**config.mk**
```make
export PLATFORM = sky130hd
export DESIGN_NAME = arb2_sel_ctrl_flat
export DESIGN_NICKNAME = d
export VERILOG_FILES = /design/src/rtl/arb2_sel_ctrl_if.sv /design/src/rtl/arb2_sel_ctrl.sv /design/src/flat_wrapper.sv
export SDC_FILE = /design/constraint.sdc
export NUM_CORES = 1
export LEC_CHECK = 0
export CAP_MARGIN = 20
export CORE_MARGIN = 2
export CORE_UTILIZATION = 25
export CTS_CLUSTER_SIZE = 25
export DETAILED_ROUTE_END_ITERATION = 8
export SLEW_MARGIN = 25
export SYNTH_ARGS = -nofsm -noshare
export SYNTH_HDL_FRONTEND = slang
export SYNTH_SLANG_ARGS = --single-unit
```
**constraint.sdc**
```tcl
create_clock -name clk -period 4.7 [get_ports clk]
set_clock_uncertainty 0.1 [all_clocks]
set_input_delay 1.175 -clock clk [delete_from_list [all_inputs] [get_ports clk]]
set_output_delay 1.175 -clock clk [all_outputs]
set_load 0.02 [all_outputs]
```
**src/rtl/arb2_sel_ctrl_if.sv**
```systemverilog
// Request/grant bundle between two mux sources and the 2:1 select arbiter.
// The arbiter connects through the slave modport; the requesting side uses master.
interface arb2_sel_ctrl_if;
   logic req_a;
   logic req_b;
   logic done;
   logic sel;
   logic gnt_a;
   logic gnt_b;
   logic busy;
   logic timeout;

   modport master (
      output req_a, req_b, done,
      input  sel, gnt_a, gnt_b, busy, timeout
   );

   modport slave (
      input  req_a, req_b, done,
      output sel, gnt_a, gnt_b, busy, timeout
   );
endinterface

```
**src/rtl/arb2_sel_ctrl.sv**
```systemverilog
// Two-source round-robin arbiter that drives the 2:1 mux select and grants.
// Every output is a flop, so the select cannot glitch.
module arb2_sel_ctrl #(
   parameter int MAX_HOLD = 16,
   parameter int CNT_W    = 5
) (
   input  logic            clk,
   input  logic            rst,
   arb2_sel_ctrl_if.slave  bus
);

   typedef enum logic [1:0] {
      IDLE  = 2'd0,
      OWN_A = 2'd1,
      OWN_B = 2'd2
   } state_t;

   localparam logic [CNT_W-1:0] LIMIT = CNT_W'(MAX_HOLD - 1);

   state_t           state;
   logic             last_a;
   logic [CNT_W-1:0] hold_cnt;
   logic             sel_q;
   logic             gnt_a_q;
   logic             gnt_b_q;
   logic             busy_q;
   logic             timeout_q;
   logic             limit_hit;

   function automatic logic [CNT_W-1:0] sat_inc(input logic [CNT_W-1:0] v);
      return (v == {CNT_W{1'b1}}) ? v : v + 1'b1;
   endfunction

   assign limit_hit = (MAX_HOLD != 0) && (hold_cnt == LIMIT);

   always_ff @(posedge clk) begin
      if (rst) begin
         state     <= IDLE;
         last_a    <= 1'b0;
         hold_cnt  <= '0;
         sel_q     <= 1'b0;
         gnt_a_q   <= 1'b0;
         gnt_b_q   <= 1'b0;
         busy_q    <= 1'b0;
         timeout_q <= 1'b0;
      end else begin
         timeout_q <= 1'b0;
         case (state)
            IDLE: begin
               // On a tie the source that did not own last wins.
               if (bus.req_a && (!bus.req_b || !last_a)) begin
                  state    <= OWN_A;
                  gnt_a_q  <= 1'b1;
                  sel_q    <= 1'b1;
                  busy_q   <= 1'b1;
                  hold_cnt <= '0;
               end else if (bus.req_b) begin
                  state    <= OWN_B;
                  gnt_b_q  <= 1'b1;
                  sel_q    <= 1'b0;
                  busy_q   <= 1'b1;
                  hold_cnt <= '0;
               end
            end
            OWN_A: begin
               if (bus.done || !bus.req_a || limit_hit) begin
                  last_a    <= 1'b1;
                  timeout_q <= limit_hit && !bus.done && bus.req_a;
                  gnt_a_q   <= 1'b0;
                  if (bus.req_b) begin
                     state    <= OWN_B;
                     gnt_b_q  <= 1'b1;
                     sel_q    <= 1'b0;
                     hold_cnt <= '0;
                  end else begin
                     state  <= IDLE;
                     busy_q <= 1'b0;
                  end
               end else begin
                  hold_cnt <= sat_inc(hold_cnt);
               end
            end
            OWN_B: begin
               if (bus.done || !bus.req_b || limit_hit) begin
                  last_a    <= 1'b0;
                  timeout_q <= limit_hit && !bus.done && bus.req_b;
                  gnt_b_q   <= 1'b0;
                  if (bus.req_a) begin
                     state    <= OWN_A;
                     gnt_a_q  <= 1'b1;
                     sel_q    <= 1'b1;
                     hold_cnt <= '0;
                  end else begin
                     state  <= IDLE;
                     busy_q <= 1'b0;
                  end
               end else begin
                  hold_cnt <= sat_inc(hold_cnt);
               end
            end
            default: begin
               state   <= IDLE;
               gnt_a_q <= 1'b0;
               gnt_b_q <= 1'b0;
               busy_q  <= 1'b0;
            end
         endcase
      end
   end

   assign bus.sel     = sel_q;
   assign bus.gnt_a   = gnt_a_q;
   assign bus.gnt_b   = gnt_b_q;
   assign bus.busy    = busy_q;
   assign bus.timeout = timeout_q;

endmodule
```
**src/flat_wrapper.sv**
```systemverilog
// flat-port wrapper written by rule: the top's interface ports become plain ports
module arb2_sel_ctrl_flat 
#(
   parameter int MAX_HOLD = 16,
   parameter int CNT_W    = 5
)
  (clk, rst, bus_req_a, bus_req_b, bus_done, bus_sel, bus_gnt_a, bus_gnt_b, bus_busy, bus_timeout);
  arb2_sel_ctrl_if bus_i ();
  input  logic clk;
  input  logic rst;
  input wire logic [$bits(bus_i.req_a)-1:0] bus_req_a;
  input wire logic [$bits(bus_i.req_b)-1:0] bus_req_b;
  input wire logic [$bits(bus_i.done)-1:0] bus_done;
  output wire logic [$bits(bus_i.sel)-1:0] bus_sel;
  output wire logic [$bits(bus_i.gnt_a)-1:0] bus_gnt_a;
  output wire logic [$bits(bus_i.gnt_b)-1:0] bus_gnt_b;
  output wire logic [$bits(bus_i.busy)-1:0] bus_busy;
  output wire logic [$bits(bus_i.timeout)-1:0] bus_timeout;
  assign bus_i.req_a = bus_req_a;
  assign bus_i.req_b = bus_req_b;
  assign bus_i.done = bus_done;
  assign bus_sel = bus_i.sel;
  assign bus_gnt_a = bus_i.gnt_a;
  assign bus_gnt_b = bus_i.gnt_b;
  assign bus_busy = bus_i.busy;
  assign bus_timeout = bus_i.timeout;
  arb2_sel_ctrl #(.MAX_HOLD(MAX_HOLD), .CNT_W(CNT_W)) u_core (.clk(clk), .rst(rst), .bus(bus_i));
endmodule
```
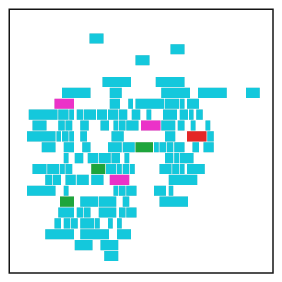
Run 1: sizing map
Scale: 4 px per um.
Key: green = x2 [cells 3, share 2.4%]; red = x3 and x4 [cells 1, share 0.80%]; magenta = x6 and larger [cells 3, share 2.4%]; cyan = x1 and smaller [cells 118, share 94%]
Area Growth Syn to Fin: 18.1%
fin worst setup slack: 1.82 ns
Final Cell Area: 1120 um2
bufs w/o clock: 9

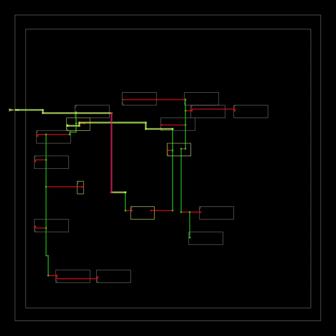
Run 1: the clock network
Clk. pwr: 100 uW
CTS buffer count: 3
clk ins delay skew pair: 0.24 ns
number of clock-tree buffers in the layout: 4

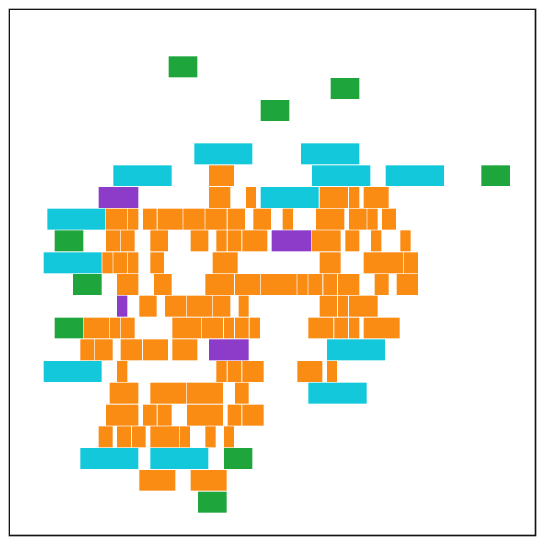
Run 1: cell classes on the final placement
Scale: 8 px per um.
Key: orange = remaining logic cells [cells 99, share of their area 63%]; purple = clock drivers and dummy loads [cells 4, share of their area 4.2%]; cyan = registers [cells 13, share of their area 25%]; green = remaining buffers and delay cells [cells 9, share of their area 8.5%]
Final Core Density: 30.6%
Seq/total area: 23.2%
Core Rows: 22
core area: 3660 um2

==> reports/results.ini, run 1 <==
[run_status]
status=finished clean

[detailed_routing]
vias=931
wl_per_cell_um=13.4
drc_errors=0
drt-initial-drc-count=33

[global_route]
antenna_found_initial=0
grt_pass1_wl_um=3900
grt_max_degree=15
track_usage_pct=11.7

[floorplanning]
io_pins=10
fp-utilization_pct=25.9
die-area_um2=4300
nWellTaps=48

[cells_and_area]
combGateArea_um2=623
seqCellArea_um2=260
logic_gates=88
largest_register_ffs=5
final_layout_size_suffix_gt1_share_pct=5.60
largestRegisters=u_core.hold_cnt (5), u_core.state (2)
sh_comb_area_pct=55.6
clockNetworkAreaShare_pct=4.02

[synth]
yosysMostFrequentCell=dfxtp_1
syn_nets=128
yosys.area.top_type_share_pct=27.4
synthesis.area_um2=948
largest_area_cell=dfxtp_1
synth_seq_share_pct=27.4
enable_flop_cells=0
synth_area_per_cell_um2=8.11
synthArstFlopShare_pct=0
ys_cells=117

[clock_tree]
root_buffer=clkbuf_8
cts_setup_buffers=0
clk_path_buf_depth=2

[place]
io_buffers=9
placed_cell_area_um2=1070
hpwl_um=1660

[critical_path]
r2r_end=u_core.hold_cnt[3]
crit_end=u_core.hold_cnt[4]
crit_type=in2reg
r2r_cells=6
cp_cell_sequence=clkdlybuf4s50_1 > or3b_1 > o22ai_2 > o311ai_0 > and3_1
worst_ep_arrival_time_ns=2.91
startpoint_type=input port
crit_required_ns=4.74

[hold_path]
hold_path.class=reg2reg

[run]
max-cap-violations=0

[pwr]
power_frac_seq_pct=36.6
pwr-share-clk_pct=28.0
p_leak_nw=0.423
power_leader=registers

[sta]
slew_viol_final=0
setup_viol=0
fmax_mhz=348

==> run 1: cells in the final DEF, fill, tap and decap left out, types with 2 or more instances in the layout <==
cell,count
dfxtp_1,13
a21oi_1,12
inv_1,11
clkdlybuf4s50_1,9
nand3_1,6
nor2_1,6
nand2_1,6
ha_1,6
a211oi_1,4
nor3_1,4
a31oi_1,3
nand4_1,3
clkbuf_8,3
a22oi_1,2
or3b_1,2
o21ai_0,2
and3b_1,2
a32o_1,2
a31o_1,2
==> run 1: routing by layer <==
metal / wire length (um) / part of all wire [%] / up-vias / GRT usage (%)
met1: 1140 / 49 / 442 / 13.5
met4: 24 / 1.0 / 0 / 7.29
met5: 0 / 0 / - / 0
li1: - / - / 466 / -
met3: 78 / 3.4 / 4 / 3.25
met2: 1080 / 46 / 19 / 18.9
--- run 2 (diff from run 1) ---
==> constraint.sdc (replaced) <==
create_clock -name clk -period 2.62 [get_ports clk]
set_clock_uncertainty 0.1 [all_clocks]
set_input_delay 0.655 -clock clk [delete_from_list [all_inputs] [get_ports clk]]
set_output_delay 0.655 -clock clk [all_outputs]
set_load 0.02 [all_outputs]
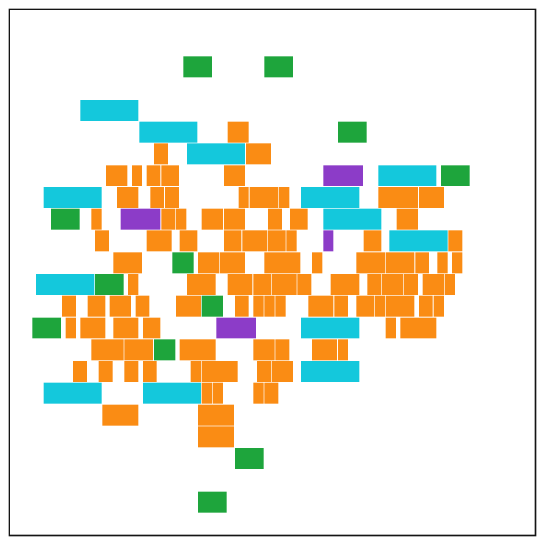
Run 2: cell classes on the final placement
Scale: 8 px per um.
Key: cyan = registers [cells 13, share of their area 24%]; purple = clock drivers and dummy loads [cells 4, share of their area 4.2%]; orange = remaining logic cells [cells 99, share of their area 61%]; green = remaining buffers and delay cells [cells 12, share of their area 10%]
Final Cell Area: 1140 um2
Final Core Density: 31.2%

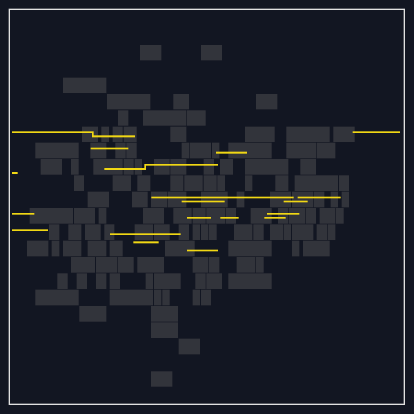
Run 2: met3 routing
Scale: 6 px per um.
The layer holds 6.2% of the routed length. The wires run mostly horizontal. The longest straight run is 23.5 um. 16 nets have wire on it.
M3 GR Usage: 3.77%
detailed-route via count: 948
DRT Wirelength: 2330 um

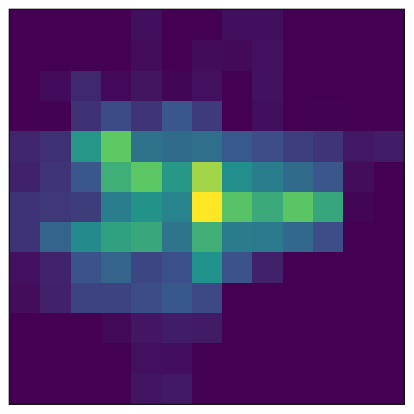
Run 2: signal metal coverage by tile
Scale: 6 px per um. 13 x 13 tiles, from dark purple (low) to yellow (high), scaled to the fullest tile. Values are wire area over tile area, all layers added.
47% of the tiles are nearly empty. The fullest tile reaches 0.61. The mean over all tiles is 0.087.
average wire per standard cell: 13.2 um
GRT Util Overall: 12.2%

==> run 2 against run 1 <==
  * Largest power group unchanged
  * Combinational power grew about 80%
  * Highest routed layer unchanged
  * Sequential cell count unchanged
  * Clock-buffer cell count did not move
  * Worst setup slack got worse by 1.4 ns
  * Critical path type unchanged
==> reports/results.ini, run 2 <==
[synth]
largest_area_cell=dfxtp_1  ; unchanged
syn_nets=128  ; unchanged
synth_area_per_cell_um2=8.11  ; unchanged
synthArstFlopShare_pct=0  ; unchanged

[cells_and_area]
largestRegisters=u_core.hold_cnt (5), u_core.state (2)  ; unchanged
most-common-layout-cells=13 x dfxtp_1, 12 x a21oi_1, 11 x inv_1  ; unchanged
combGateArea_um2=623  ; unchanged
seqCellArea_um2=260  ; unchanged
syn_to_final_growth_pct=20.4  ; was 18.1%
lay_top_count=dfxtp_1  ; unchanged

[critical_path]
r2r_cells=6  ; unchanged
worst_ep_arrival_time_ns=2.30  ; was 2.91 ns
crit_type=in2reg  ; unchanged
crit_required_ns=2.70  ; was 4.74 ns

[pwr]
p_clk_uw=184  ; was 100 uW
power_leader=registers  ; unchanged
p_leak_nw=0.437  ; was 0.423 nW
power_frac_seq_pct=36.3  ; was 36.6%
pwr-share-clk_pct=28.6  ; was 28.0%

[hold_path]
hold_path.class=reg2reg  ; unchanged

[floorplanning]
io_pins=10  ; unchanged
die-area_um2=4300  ; unchanged

[detailed_routing]
drc_errors=0  ; unchanged
drt-initial-drc-count=76  ; was 33
met1Wirelength_um=1070  ; was 1140 um

[place]
io_buffers=9  ; unchanged
placed_cell_area_um2=1100  ; was 1070 um2
hpwl_um=1700  ; was 1660 um

[global_route]
grt_pass1_wl_um=4040  ; was 3900 um

[clock_tree]
insertion_delay_ns=0.25  ; was 0.24 ns
cts_buffers=3  ; unchanged
clk_path_buf_depth=2  ; unchanged

[sta]
fmax_mhz=450
setup_viol=0  ; unchanged
layout_setup_ws_ns=0.400  ; was 1.82 ns

[run_status]
status=finished clean  ; unchanged

[run 2: worst max path at each step]
stage | from | end | slack (ns) | cells past startpoint
2_1_floorplan | bus_req_a | u_core.bus.sel | 0.76 | 5
3_3_place_gp | bus_req_a | u_core.state[0] | 0.15 | 5
3_5_place_dp | bus_req_a | u_core.state[0] | 0.14 | 5
4_1_cts | bus_req_a | u_core.state[0] | 0.40 | 5
5_1_grt | bus_req_a | u_core.bus.busy | 0.24 | 6
6_report | bus_req_a | u_core.state[0] | 0.40 | 5
[run 2: area by class of cell]
cell class / count / area share [%]
clock buffer: 4 / 3.94
timing repair buffer: 12 / 9.86
multi-input combinational: 88 / 54.5
sequential: 13 / 22.8
tap: 48 / 5.26
inverter: 11 / 3.61
--- run 3 (diff from run 2) ---
==> constraint.sdc (replaced) <==
create_clock -name clk -period 2 [get_ports clk]
set_clock_uncertainty 0.1 [all_clocks]
set_input_delay 0.5 -clock clk [delete_from_list [all_inputs] [get_ports clk]]
set_output_delay 0.5 -clock clk [all_outputs]
set_load 0.02 [all_outputs]
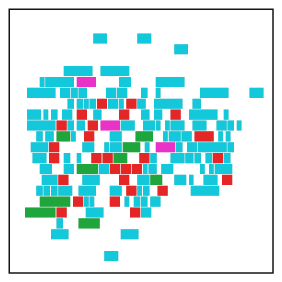
Run 3: sizing map
Scale: 4 px per um.
Key: green = x2 [cells 9, share 6.0%]; red = x3 and x4 [cells 27, share 18%]; magenta = x6 and larger [cells 3, share 2.0%]; cyan = x1 and smaller [cells 112, share 74%]
Final Cell Area: 1340 um2
bufs w/o clock: 35
fin worst setup slack: 0.115 ns
Area Growth Syn to Fin: 41.3%

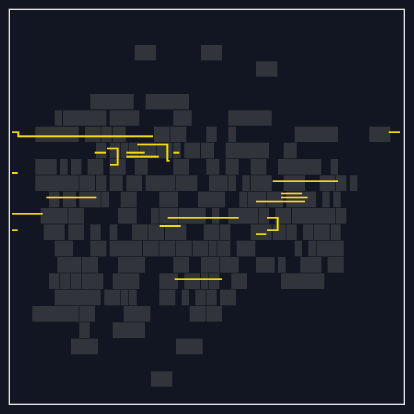
Run 3: met3 routing
Scale: 6 px per um.
17 nets have wire on it. The longest straight run is 22.3 um. The wires run mostly horizontal. The layer carries 118 um of wire.
DRT Wirelength: 2540 um
detailed-route via count: 1039

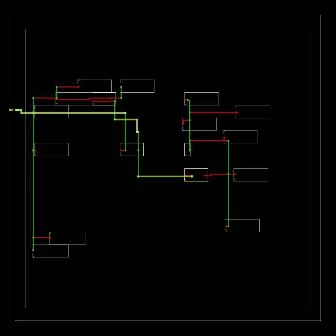
Run 3: the clock network
Seq cells: 13
# clock sinks: 13

==> run 3 against run 2 <==
  * Sequential cell count did not move
  * Non-clock buffer count increased by 23
  * Critical path type unchanged
  * Highest routed layer unchanged
  * Combinational power grew 59%
  * Core utilization up 5.4 points
  * Critical endpoint is now u_core.hold_cnt[4]
  * First-iteration DRC count fell by 55%
  * Global-route usage is 0.74 points higher
  * Via count up 9.6%
  * Wire length is 9.0% higher
  * Cell area is 17% higher
==> reports/results.ini, run 3 <==
[run_status]
status=finished clean  ; unchanged

[sta]
slew_viol_final=0  ; unchanged
setup_viol=0  ; unchanged

[synth]
yosysMostFrequentCell=dfxtp_1  ; unchanged
yosys.area.top_type_share_pct=27.4  ; unchanged
synthesis.area_um2=948  ; unchanged
synth_area_per_cell_um2=8.11  ; unchanged
syn_nets=128  ; unchanged
synthArstFlopShare_pct=0  ; unchanged
largest_area_cell=dfxtp_1  ; unchanged
synth_seq_share_pct=27.4  ; unchanged

[place]
placed_cell_area_um2=1270  ; was 1100 um2
hpwl_um=1980  ; was 1700 um
io_buffers=9  ; unchanged

[run]
max-cap-violations=0  ; unchanged

[cells_and_area]
lay_top_count=buf_4  ; was dfxtp_1
clockNetworkAreaShare_pct=3.36  ; was 3.94%
sh_comb_area_pct=47.8  ; was 54.5%
inverters_excl_clock=11  ; unchanged
largest_cell_class=logic gates  ; unchanged
logic_gates=88  ; unchanged
seq_share_pct=19.6  ; was 22.8%
final_layout_size_suffix_gt1_share_pct=25.8  ; was 7.81%
combGateArea_um2=641  ; was 623 um2
largest_register_ffs=5  ; unchanged
buf_share_pct=21.7  ; was 9.86%
nClkBuffers=4  ; unchanged
largestRegisters=u_core.hold_cnt (5), u_core.state (2)  ; unchanged
seqCellArea_um2=263  ; was 260 um2
most-common-layout-cells=26 x buf_4, 11 x inv_1, 11 x a21oi_1, 11 x dfxtp_1, 7 x clkdlybuf4s50_1  ; was 13 x dfxtp_1, 12 x a21oi_1, 11 x inv_1

[global_route]
track_usage_pct=13.0  ; was 12.2%
grt_max_degree=9  ; was 12

[critical_path]
crit_end=u_core.hold_cnt[4]  ; was u_core.state[0]
crit_type=in2reg  ; unchanged
worst_ep_arrival_time_ns=1.93  ; was 2.30 ns
path_depth=5  ; unchanged
r2r_end=u_core.hold_cnt[3]  ; unchanged
cp_cell_sequence=clkdlybuf4s50_1 > or3b_1 > o22ai_2 > o311ai_0 > and3_1  ; was clkdlybuf4s50_1 > a22oi_1 > nor3_2 > or4b_1 > a21oi_1
worstSetupStartpoint=bus_done  ; was bus_req_a
startpoint_type=input port  ; unchanged
crit_required_ns=2.04  ; was 2.70 ns

[floorplanning]
placeableCoreArea_um2=3660  ; unchanged
rows=22  ; unchanged
io_pins=10  ; unchanged
die-area_um2=4300  ; unchanged
fp-utilization_pct=25.9  ; unchanged
nWellTaps=48  ; unchanged

[clock_tree]
root_buffer=clkbuf_8  ; unchanged
insertion_delay_ns=0.24  ; was 0.25 ns
cts_buffers=3  ; unchanged

[hold_path]
hold_path.class=reg2reg  ; unchanged

[pwr]
power_frac_seq_pct=34.1  ; was 36.3%
pwr-share-clk_pct=25.9  ; was 28.6%
p_leak_nw=0.572  ; was 0.437 nW
p_total_uw=904  ; was 645 uW
p_clk_uw=234  ; was 184 uW

[detailed_routing]
drc_errors=0  ; unchanged
drt-initial-drc-count=34  ; was 76

==> run 3: cell counts after synthesis <==
No cell type changed its count.
==> run 3: layer usage <==
metal | vias to the layer above | part of all wire [%] | wire, um | global-route usage [%]
met5 | - | 0 | 0 | 0
met1 | 484 | 46 | 1160 | 16.2
met4 | 0 | 1.1 | 28 | 3.65
met2 | 35 | 49 | 1230 | 21.6
met3 | 4 | 4.6 | 117 | 3.77
li1 | 516 | - | - | -
==> run 3: kinds of logic after synthesis <==
family	synth area share [%]
AOI/OAI and AO/OA	31.4
adders and majority gates	7.92
buffers and inverters	6.86
DFF	27.4
muxes	1.06
and+or+nand+nor	25.3
Power and IR drop assume default switching activity.
